## src/rtl/coffee_pkg.sv

```systemverilog
// Shared definitions for the coffee vending slice: drink codes, customer FSM states,
// default prices and timing.
package coffee_pkg;

   typedef enum logic [1:0] {
      D_NONE = 2'b00,
      D_ES   = 2'b01,
      D_ESL  = 2'b10,
      D_CAP  = 2'b11
   } drink_t;

   typedef enum logic [2:0] {
      S_IDLE,
      S_COIN,
      S_GAP,
      S_WAIT,
      S_DONE
   } state_t;

   // Prices in 0.5-unit coins
   localparam int DEF_P_ES    = 2;
   localparam int DEF_P_ESL   = 3;
   localparam int DEF_P_CAP   = 4;
   localparam int DEF_GAP     = 2;
   localparam int DEF_TIMEOUT = 16;

endpackage

```

## src/rtl/coffee_customer_tx_if.sv

```systemverilog
// Order/coin/dispense signal bundle between the customer initiator and its environment.
interface coffee_customer_tx_if;

   logic       start;
   logic [1:0] drink;
   logic       es;
   logic       esl;
   logic       cap;
   logic       c05;
   logic       c10;
   logic [1:0] sel;
   logic       busy;
   logic       done;
   logic       ok;
   logic       tmo;

   modport master (
      input  start, drink, es, esl, cap,
      output c05, c10, sel, busy, done, ok, tmo
   );

   modport slave (
      output start, drink, es, esl, cap,
      input  c05, c10, sel, busy, done, ok, tmo
   );

endinterface

```

## src/rtl/coffee_down_timer.sv

```systemverilog
// Loadable down counter that stops at zero; used for both coin gaps and the dispense timeout.
module coffee_down_timer #(
   parameter int W = 4
) (
   input  logic         clock,
   input  logic         reset,
   input  logic         load,
   input  logic [W-1:0] value,
   input  logic         tick,
   output logic         zero
);

   logic [W-1:0] count;

   always_ff @(posedge clock) begin
      if (reset) begin
         count <= '0;
      end else if (load) begin
         count <= value;
      end else if (tick && (count != '0)) begin
         count <= count - 1'b1;
      end
   end

   assign zero = (count == '0);

endmodule

```

## src/rtl/coffee_customer_tx.sv

```systemverilog
// Customer-side initiator: pays for one drink with greedy c10/c05 pulses, presents the
// selection, then waits for the dispense output and reports ok/timeout.
module coffee_customer_tx
   import coffee_pkg::*;
#(
   parameter int GAP     = DEF_GAP,
   parameter int TIMEOUT = DEF_TIMEOUT,
   parameter int P_ES    = DEF_P_ES,
   parameter int P_ESL   = DEF_P_ESL,
   parameter int P_CAP   = DEF_P_CAP
) (
   input logic                 clock,
   input logic                 reset,
   coffee_customer_tx_if.master bus
);

   localparam int TMAX = (GAP > TIMEOUT) ? GAP : TIMEOUT;
   localparam int TW   = $clog2(TMAX + 1);
   // Loading N-1 and leaving on zero gives exactly N cycles in the state.
   localparam logic [TW-1:0] GAP_LD  = TW'(GAP - 1);
   localparam logic [TW-1:0] TOUT_LD = TW'(TIMEOUT - 1);

   state_t       state, state_nxt;
   drink_t       drink_q, drink_nxt;
   logic [3:0]   rem, rem_nxt;
   logic         ok_q, ok_nxt, tmo_q, tmo_nxt;
   logic         t_load, t_tick, t_zero;
   logic [TW-1:0] t_val;
   logic         req_hit, oth_hit;

   function automatic logic [3:0] price(input logic [1:0] d);
      case (d)
         D_ES:    price = 4'(P_ES);
         D_ESL:   price = 4'(P_ESL);
         D_CAP:   price = 4'(P_CAP);
         default: price = 4'd0;
      endcase
   endfunction

   coffee_down_timer #(.W(TW)) u_timer (
      .clock (clock),
      .reset (reset),
      .load  (t_load),
      .value (t_val),
      .tick  (t_tick),
      .zero  (t_zero)
   );

   assign req_hit = (drink_q == D_ES  && bus.es)  ||
                    (drink_q == D_ESL && bus.esl) ||
                    (drink_q == D_CAP && bus.cap);
   assign oth_hit = (drink_q != D_ES  && bus.es)  ||
                    (drink_q != D_ESL && bus.esl) ||
                    (drink_q != D_CAP && bus.cap);

   always_comb begin
      state_nxt = state;
      drink_nxt = drink_q;
      rem_nxt   = rem;
      ok_nxt    = ok_q;
      tmo_nxt   = tmo_q;
      t_load    = 1'b0;
      t_tick    = 1'b0;
      t_val     = '0;
      case (state)
         S_IDLE: begin
            if (bus.start && (bus.drink != D_NONE)) begin
               state_nxt = S_COIN;
               drink_nxt = drink_t'(bus.drink);
               rem_nxt   = price(bus.drink);
               ok_nxt    = 1'b0;
               tmo_nxt   = 1'b0;
            end
         end
         S_COIN: begin
            state_nxt = S_GAP;
            t_load    = 1'b1;
            t_val     = GAP_LD;
            if (rem >= 4'd2)      rem_nxt = rem - 4'd2;
            else if (rem != 4'd0) rem_nxt = rem - 4'd1;
         end
         S_GAP: begin
            if (!t_zero) begin
               t_tick = 1'b1;
            end else if (rem == 4'd0) begin
               state_nxt = S_WAIT;
               t_load    = 1'b1;
               t_val     = TOUT_LD;
            end else begin
               state_nxt = S_COIN;
            end
         end
         S_WAIT: begin
            // A wrong drink wins even if the requested one shows up alongside it.
            if (oth_hit) begin
               state_nxt = S_DONE;
               ok_nxt    = 1'b0;
               tmo_nxt   = 1'b0;
            end else if (req_hit) begin
               state_nxt = S_DONE;
               ok_nxt    = 1'b1;
            end else if (t_zero) begin
               state_nxt = S_DONE;
               tmo_nxt   = 1'b1;
            end else begin
               t_tick = 1'b1;
            end
         end
         S_DONE:  state_nxt = S_IDLE;
         default: state_nxt = S_IDLE;
      endcase
   end

   // Outputs are registered from the next state so they line up with the state they describe.
   always_ff @(posedge clock) begin
      if (reset) begin
         state    <= S_IDLE;
         rem      <= 4'd0;
         ok_q     <= 1'b0;
         tmo_q    <= 1'b0;
         bus.c05  <= 1'b0;
         bus.c10  <= 1'b0;
         bus.sel  <= 2'b00;
         bus.busy <= 1'b0;
         bus.done <= 1'b0;
      end else begin
         state    <= state_nxt;
         rem      <= rem_nxt;
         ok_q     <= ok_nxt;
         tmo_q    <= tmo_nxt;
         bus.c10  <= (state_nxt == S_COIN) && (rem_nxt >= 4'd2);
         bus.c05  <= (state_nxt == S_COIN) && (rem_nxt == 4'd1);
         bus.sel  <= (state_nxt == S_WAIT) ? drink_nxt : D_NONE;
         bus.busy <= (state_nxt != S_IDLE);
         bus.done <= (state_nxt == S_DONE);
      end
   end

   always_ff @(posedge clock) begin
      drink_q <= drink_nxt;
   end

   assign bus.ok  = ok_q;
   assign bus.tmo = tmo_q;

endmodule

```

## src/flat_wrapper.sv

```systemverilog
// flat-port wrapper written by rule: the top's interface ports become plain ports
module coffee_customer_tx_flat import coffee_pkg::*;
#(
   parameter int GAP     = DEF_GAP,
   parameter int TIMEOUT = DEF_TIMEOUT,
   parameter int P_ES    = DEF_P_ES,
   parameter int P_ESL   = DEF_P_ESL,
   parameter int P_CAP   = DEF_P_CAP
)
  (clock, reset, bus_start, bus_drink, bus_es, bus_esl, bus_cap, bus_c05, bus_c10, bus_sel, bus_busy, bus_done, bus_ok, bus_tmo);
  coffee_customer_tx_if bus_i ();
  input logic clock;
  input logic reset;
  input wire logic [$bits(bus_i.start)-1:0] bus_start;
  input wire logic [$bits(bus_i.drink)-1:0] bus_drink;
  input wire logic [$bits(bus_i.es)-1:0] bus_es;
  input wire logic [$bits(bus_i.esl)-1:0] bus_esl;
  input wire logic [$bits(bus_i.cap)-1:0] bus_cap;
  output wire logic [$bits(bus_i.c05)-1:0] bus_c05;
  output wire logic [$bits(bus_i.c10)-1:0] bus_c10;
  output wire logic [$bits(bus_i.sel)-1:0] bus_sel;
  output wire logic [$bits(bus_i.busy)-1:0] bus_busy;
  output wire logic [$bits(bus_i.done)-1:0] bus_done;
  output wire logic [$bits(bus_i.ok)-1:0] bus_ok;
  output wire logic [$bits(bus_i.tmo)-1:0] bus_tmo;
  assign bus_i.start = bus_start;
  assign bus_i.drink = bus_drink;
  assign bus_i.es = bus_es;
  assign bus_i.esl = bus_esl;
  assign bus_i.cap = bus_cap;
  assign bus_c05 = bus_i.c05;
  assign bus_c10 = bus_i.c10;
  assign bus_sel = bus_i.sel;
  assign bus_busy = bus_i.busy;
  assign bus_done = bus_i.done;
  assign bus_ok = bus_i.ok;
  assign bus_tmo = bus_i.tmo;
  coffee_customer_tx #(.GAP(GAP), .TIMEOUT(TIMEOUT), .P_ES(P_ES), .P_ESL(P_ESL), .P_CAP(P_CAP)) u_core (.clock(clock), .reset(reset), .bus(bus_i));
endmodule
```

## config.mk

```make
export PLATFORM = sky130hd
export DESIGN_NAME = coffee_customer_tx_flat
export DESIGN_NICKNAME = d
export VERILOG_FILES = /design/src/rtl/coffee_pkg.sv /design/src/rtl/coffee_customer_tx_if.sv /design/src/rtl/coffee_down_timer.sv /design/src/rtl/coffee_customer_tx.sv /design/src/flat_wrapper.sv
export SDC_FILE = /design/constraint.sdc
export NUM_CORES = 1
export LEC_CHECK = 0
export ABC_AREA = 1
export CORE_MARGIN = 3
export CORE_UTILIZATION = 50
export CTS_CLUSTER_SIZE = 20
export DETAILED_ROUTE_END_ITERATION = 7
export GPL_ROUTABILITY_DRIVEN = 0
export PLACE_DENSITY = 0.81
export SETUP_SLACK_MARGIN = 0.4
export SLEW_MARGIN = 10
export SYNTH_ARGS = -nofsm -noshare
export SYNTH_HDL_FRONTEND = slang
export SYNTH_SLANG_ARGS = --single-unit
```

## constraint.sdc

```tcl
create_clock -name clock -period 1.5 [get_ports clock]
set_clock_uncertainty 0.1 [all_clocks]
set_input_delay 0.15 -clock clock [delete_from_list [all_inputs] [get_ports clock]]
set_output_delay 0.15 -clock clock [all_outputs]
set_load 0.1 [all_outputs]
```

==> out/metrics.cfg <==
[pwr]
ir_worst_vdd_mv=1.87
p_leak_nw=1.07

[finish]
final-nonclk-buf-share_pct=21.3
seq_area_um2=480
instances_no_fill=283
clock_tree_area_fraction_pct=2.25
syn2layout_area_growth_pct=65.9
fraction_of_layout_instances_using_a_drive_strength_above_1_pct=58.9
clock_buffer_instance_count_of_the_final_layout=3
layout.comb_gates.multi_input=146
comb_area_share_pct=47.7
design.final.nets=271
post-route-cell-area_um2=2330

[drt]
wl_cell_um=18.3
vias_per_cell=5.94
routed.top_layer=met4
dr_wl_met3_um=373

[logic_synthesis]
ys_top_logic_family=simple AND/OR/NAND/NOR gates
syn_nets=223
synth.cellmix.adderShare_pct=8.00
yosysWarnings=0
muxShareOfSynthArea_pct=0
ys_seq_share_pct=31.3
synthCells=206

[sta]
final_period_minus_worst_setup_slack_ps=1680
post-route-worst-setup-slack_ps=-180
final-setup-viol-count=12

[critical_path]
timing.critical_path.mode_cell=sky130_fd_sc_hd__nand2_1
worstReg2RegEnd=u_core.bus.c10
crit_buf_inv=3
cpPeakStageDelay_ps=380
cp.arrival_ps=1840
worstPathCellList=buf_6 -> ha_4 -> inv_4 -> nand4_1 -> inv_2 -> nand2_1 -> nand2_1 -> nand2_2 -> nand3_2 -> nand2_1 -> nor2_1
critical_path_class=reg2reg
worst_path_dominant_cell_family=simple AND/OR/NAND/NOR gates

[place]
place_inst=266
place_ws_ps=-426

[clock_network]
htreeDepth=1
tritoncts=done
clock-root-buffer=sky130_fd_sc_hd__clkbuf_4
cts_made_buffers=3

[run_status]
status=finished, violations left
failed_checks=negative setup slack

[run]
drv.max_cap_violation_count=0

[global_routing]
gr_met2_demand_resource_pct=43.2

[hold_path]
min_path_type=in2reg

[floorplan]
fp_util_pct=54.8

==> what timing repair did <==
action,in CTS,in global routing
gates resized,40,48
pin swaps,12,23
buffers inserted,6,7
endpoints found under the setup margin,30,30
==> state kept, by name (all words and copies together) (netlist names) <==
register and flops:
u_core.bus.busy 1, u_core.bus.c05 1, u_core.bus.c10 1, u_core.bus.done 1, u_core.bus.ok 1, u_core.bus.sel 2
u_core.bus.tmo 1, u_core.drink_q 2, u_core.rem 4, u_core.state 3, u_core.u_timer.count 5
==> Yosys cell counts <==
master                     number  area, µm²
sky130_fd_sc_hd__nand3_2        6       60.1
sky130_fd_sc_hd__a21oi_2        4       35.0
sky130_fd_sc_hd__o21ai_1        1       5.00
sky130_fd_sc_hd__inv_2          6       22.5
sky130_fd_sc_hd__nor2_4         2       22.5
sky130_fd_sc_hd__a21oi_1        5       25.0
sky130_fd_sc_hd__xor2_1         2       17.5
sky130_fd_sc_hd__nand4_1       10       62.6
sky130_fd_sc_hd__nor2_1        18       67.6
sky130_fd_sc_hd__dfxtp_1       22        440
sky130_fd_sc_hd__ha_1           9        113
sky130_fd_sc_hd__nor2_2         7       43.8
sky130_fd_sc_hd__o21ai_0        5       25.0
sky130_fd_sc_hd__nand3_1       15       75.1
sky130_fd_sc_hd__or2_2          1       6.26
sky130_fd_sc_hd__clkbuf_1       1       3.75
sky130_fd_sc_hd__inv_1         30        113
sky130_fd_sc_hd__nand2_2        3       18.8
sky130_fd_sc_hd__nand3_4        1       17.5
sky130_fd_sc_hd__xnor2_1        1       8.76
sky130_fd_sc_hd__o211ai_1       1       7.51
sky130_fd_sc_hd__nand2_1       55        206
sky130_fd_sc_hd__buf_6          1       11.3
==> where the power goes <==
group	internal [mW]	switching, mW
Clock	0.271	0.204
Combinational	1.40	1.98
Sequential	0.780	0.184
Total	2.45	2.37
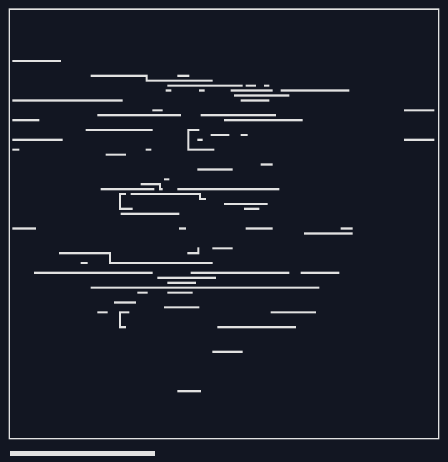
Fig. 1. Met3 routing.
The bar under the picture is 20 µm long.
longest straight run: 31.3 µm
wire length on this layer: 373 µm
routed vias: 1681
GR met3 Demand/Resource: 3.70%
wire length after detailed routing: 5190 µm

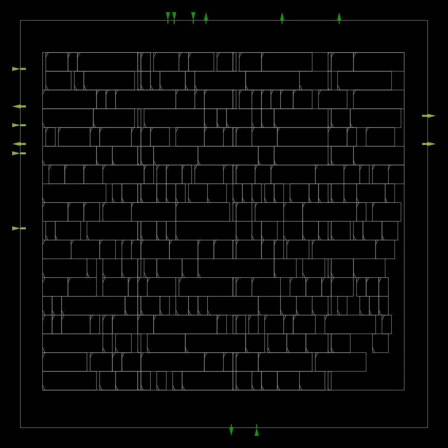
Fig. 2. Placed standard cells.
total number of placement rows: 18
utilization of the core after routing: 90.9%
Placeable Area: 2570 µm²

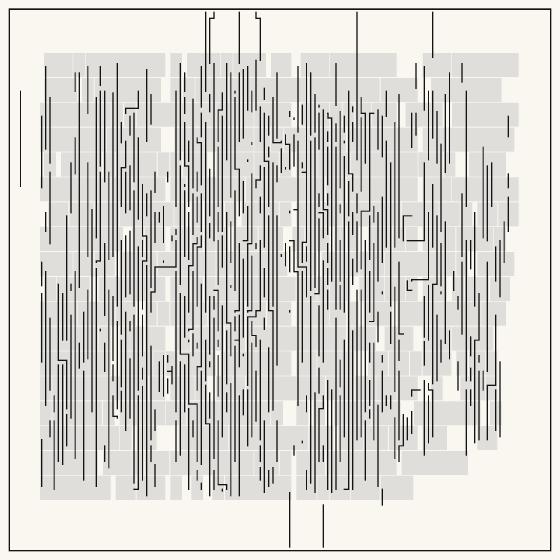
Fig. 3. M2 wires.
wire length on this layer: 2670 µm
share of all routed wire: 51%

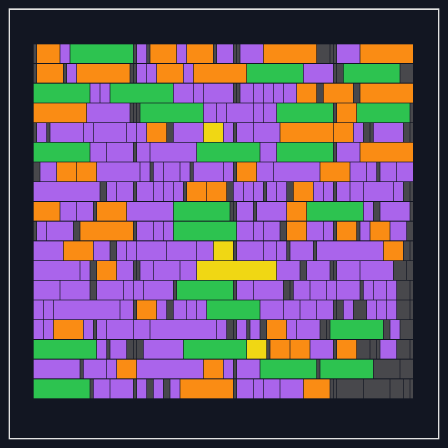
Fig. 4. Placed cells, one color a class.
Fill, decap, tap and diode cells in gray.
legend:
  clock drivers and dummy loads:
    color: yellow
    cells: 4
    share_of_their_area: 2.3%
  registers:
    color: green
    cells: 22
    share_of_their_area: 21%
  remaining buffers and delay cells:
    color: orange
    cells: 45
    share_of_their_area: 22%
  remaining logic cells:
    color: purple
    cells: 182
    share_of_their_area: 55%

Power figures rest on the tool's default switching activity, not on a simulated workload.
